<file path="src/rtl/prng_pkg.sv">
// Shared constants, FSM encoding and LFSR step function for the PRNG arbiter.
package prng_pkg;

  localparam int unsigned LFSR_WIDTH = 4;
  localparam logic [LFSR_WIDTH-1:0] LFSR_SEED = 4'b1001;

  typedef enum logic [1:0] {
    ST_IDLE  = 2'd0,
    ST_GRANT = 2'd1,
    ST_SEED  = 2'd2
  } state_t;

  // x^4 + x^3 + 1, maximal length (15), never reaches zero from a non-zero state
  function automatic logic [LFSR_WIDTH-1:0] lfsr_next(input logic [LFSR_WIDTH-1:0] q);
    return {q[2:0], q[3] ^ q[2]};
  endfunction

endpackage

</file>
<file path="src/rtl/prng_lfsr.sv">
// 4-bit Fibonacci LFSR register with seed load; a zero seed is replaced by SEED.
module prng_lfsr
  import prng_pkg::*;
#(
  parameter int unsigned       WIDTH = LFSR_WIDTH,
  parameter logic [WIDTH-1:0]  SEED  = LFSR_SEED
) (
  input  logic             clk,
  input  logic             rst,
  input  logic             load,
  input  logic [WIDTH-1:0] load_val,
  input  logic             step,
  output logic [WIDTH-1:0] q
);

  always_ff @(posedge clk or negedge rst) begin
    if (!rst) begin
      q <= SEED;
    end else if (load) begin
      q <= (load_val == '0) ? SEED : load_val;
    end else if (step) begin
      q <= lfsr_next(q);
    end
  end

endmodule

</file>
<file path="src/rtl/prng_arbiter.sv">
// Round-robin arbiter handing one fresh LFSR sample per grant, with reseed sequencing.
module prng_arbiter
  import prng_pkg::*;
#(
  parameter int unsigned       NREQ  = 4,
  parameter int unsigned       WIDTH = LFSR_WIDTH,
  parameter logic [WIDTH-1:0]  SEED  = LFSR_SEED
) (
  input  logic             clk,
  input  logic             rst,
  input  logic [NREQ-1:0]  req,
  input  logic             seed_load,
  input  logic [WIDTH-1:0] seed_val,
  output logic [NREQ-1:0]  gnt,
  output logic [WIDTH-1:0] rand_data,
  output logic             rand_valid,
  output logic             busy
);

  localparam int unsigned      PTR_W   = $clog2(NREQ);
  localparam logic [PTR_W-1:0] PTR_RST = PTR_W'(NREQ - 1);

  state_t            state, state_nxt;
  logic [NREQ-1:0]   gnt_nxt;
  logic [NREQ-1:0]   eligible;
  logic [NREQ-1:0]   win_onehot;
  logic [PTR_W-1:0]  ptr, ptr_nxt;
  logic [PTR_W-1:0]  win_idx;
  logic [PTR_W:0]    cand;
  logic              win_found;
  logic              lfsr_load;
  logic              lfsr_step;

  // The current winner's req is still high for one cycle; mask it out.
  assign eligible = req & ~gnt;

  always_comb begin
    win_found  = 1'b0;
    win_idx    = ptr;
    cand       = '0;
    win_onehot = '0;
    for (int unsigned k = 1; k <= NREQ; k++) begin
      cand = {1'b0, ptr} + (PTR_W+1)'(k);
      if (cand >= (PTR_W+1)'(NREQ)) begin
        cand = cand - (PTR_W+1)'(NREQ);
      end
      if (!win_found && eligible[cand[PTR_W-1:0]]) begin
        win_found = 1'b1;
        win_idx   = cand[PTR_W-1:0];
      end
    end
    if (win_found) begin
      win_onehot[win_idx] = 1'b1;
    end
  end

  // IDLE and GRANT share one transition rule; SEED differs only by ignoring seed_load.
  always_comb begin
    state_nxt = ST_IDLE;
    gnt_nxt   = '0;
    ptr_nxt   = ptr;
    lfsr_load = 1'b0;
    if (seed_load && (state != ST_SEED)) begin
      state_nxt = ST_SEED;
      lfsr_load = 1'b1;
    end else if (win_found) begin
      state_nxt = ST_GRANT;
      gnt_nxt   = win_onehot;
      ptr_nxt   = win_idx;
    end
  end

  always_ff @(posedge clk or negedge rst) begin
    if (!rst) begin
      state <= ST_IDLE;
      gnt   <= '0;
      ptr   <= PTR_RST;
    end else begin
      state <= state_nxt;
      gnt   <= gnt_nxt;
      ptr   <= ptr_nxt;
    end
  end

  assign lfsr_step  = (state == ST_GRANT);
  assign rand_valid = |gnt;
  assign busy       = (state != ST_IDLE);

  // A load on the closing edge of a grant supersedes that grant's step.
  prng_lfsr #(
    .WIDTH (WIDTH),
    .SEED  (SEED)
  ) u_lfsr (
    .clk      (clk),
    .rst      (rst),
    .load     (lfsr_load),
    .load_val (seed_val),
    .step     (lfsr_step),
    .q        (rand_data)
  );

endmodule

</file>
<file path="config.mk">
export PLATFORM = sky130hd
export DESIGN_NAME = prng_arbiter
export DESIGN_NICKNAME = d
export VERILOG_FILES = /design/src/rtl/prng_pkg.sv /design/src/rtl/prng_lfsr.sv /design/src/rtl/prng_arbiter.sv
export SDC_FILE = /design/constraint.sdc
export NUM_CORES = 1
export LEC_CHECK = 0
export CAP_MARGIN = 20
export CORE_MARGIN = 2
export CORE_UTILIZATION = 47
export CTS_BUF_LIST = sky130_fd_sc_hd__clkbuf_8
export DETAILED_ROUTE_END_ITERATION = 12
export PLACE_DENSITY = 0.81
export SYNTH_ARGS = -nofsm -noshare
export SYNTH_HDL_FRONTEND = slang
export SYNTH_SLANG_ARGS = --single-unit
</file>
<file path="constraint.sdc">
create_clock -name clk -period 1.7 [get_ports clk]
set_clock_uncertainty 0.05 [all_clocks]
set_input_delay 0.255 -clock clk [delete_from_list [all_inputs] [get_ports clk]]
set_output_delay 0.255 -clock clk [all_outputs]
set_load 0.1 [all_outputs]
</file>
met2.png
Scale: 12 px per um.
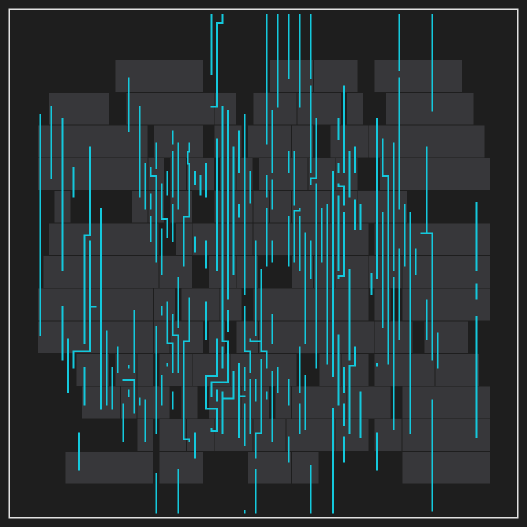
- wire length on this layer: 854 um
- longest straight run: 19.6 um
- main direction: vertical
- nets with wire on the layer: 101

port_nets.png
Scale: 10 px per um.
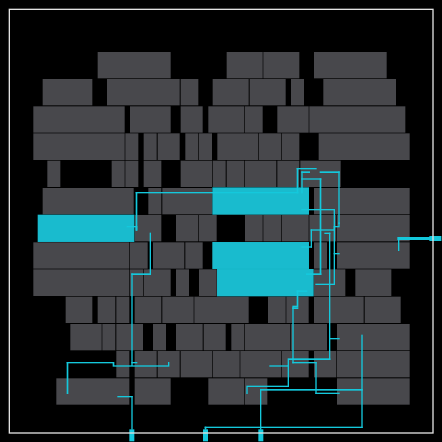
- gnt: cyan (direction output; end cells 4; buffers 6; wire 188 um)

area by class of cell:
cell class	count	area (sq um)
multi-input cells	56	367
repair buffers	24	330
flip-flops and latches	12	310
fillers	81	244
clock buffers	3	41.3
inverters	5	18.8
well taps	15	18.8
clock inverters	1	3.75
synth_stat cells:
cell       instances  area [sq um]
or3b_4             1          11.3
dfstp_2            4           105
a21oi_1            1          5.00
a22oi_1            3          22.5
o31a_1             1          8.76
o31ai_1            1          7.51
or4_1              1          7.51
o21ai_0            5          25.0
a31o_2             1          8.76
o41ai_1            1          8.76
nor2b_1            2          12.5
o211ai_2           1          12.5
xnor2_1            1          8.76
a2bb2oi_2          1          15.0
o22ai_1            4          25.0
a21oi_2            1          8.76
nand2b_1           5          31.3
o221a_2            2          22.5
a22o_1             1          8.76
nand2_1            6          22.5
nor3_1             7          35.0
dfrtp_1            8           200
and2b_2            1          8.76
a211oi_1           1          7.51
o221ai_1           1          8.76
inv_1              5          18.8
nor2_1             6          22.5
nor3b_1            1          7.51
worst max-delay path by stage:
stage	from	endpoint	slack, ns	depth (start not counted)
after floorplan	gnt[3]	rand_valid	0.02	1
after global placement	req[3]	gnt[1]	-0.03	5
after detailed placement	req[3]	gnt[0]	-0.05	5
after CTS	gnt[3]	rand_valid	0.008	2
after global routing	gnt[3]	rand_valid	-0.003	2
final	gnt[3]	rand_valid	0.01	2
registers in the layout (all words and copies together), names as in the netlist:
register / cells
gnt: 4
ptr: 2
state: 2
u_lfsr.q: 4
logic make-up (layout without fill, tap and decap cells):
logic type,after synthesis,in the layout
flops,12,12
buf+inv,5,33
xor+xnor,1,1
compound gates,25,25
simple gates,30,30
==> run notes <==
run metrics: status=completed, Placed Cells=110, final setup margin=0.0108 ns, initial DRC count=40, hold_ws=0.299 ns, wl on met1=790 um, post-route cell area=0.00109 sq mm, Buf+Inv Stages, Crit Path=1, yosys cell count=73, Worst EP arrival=1.38 ns, setup violators final=0, die area=0.00178 sq mm, routed vias/inst=5.91, CTS tree=yes, mux share=0%, syn_area_per_cell=9.41 sq um, fmax=592 MHz, WL/cell=15.3 um, CP endpoint kind=primary output, DP Area=0.00103 sq mm, std cell rows=13, cycle use final=99.4%, Worst R2R Start=gnt[3], Max stage delay on crit path=0.55 ns, final wirelength=1780 um, Min-Delay Path Class=in2async, GRT overflow=0, pin count of the biggest net entering global routing=13, initial antenna violation count=0, Final ANT Viol Nets=0, post-route insts no fill=116, yosys warns=0
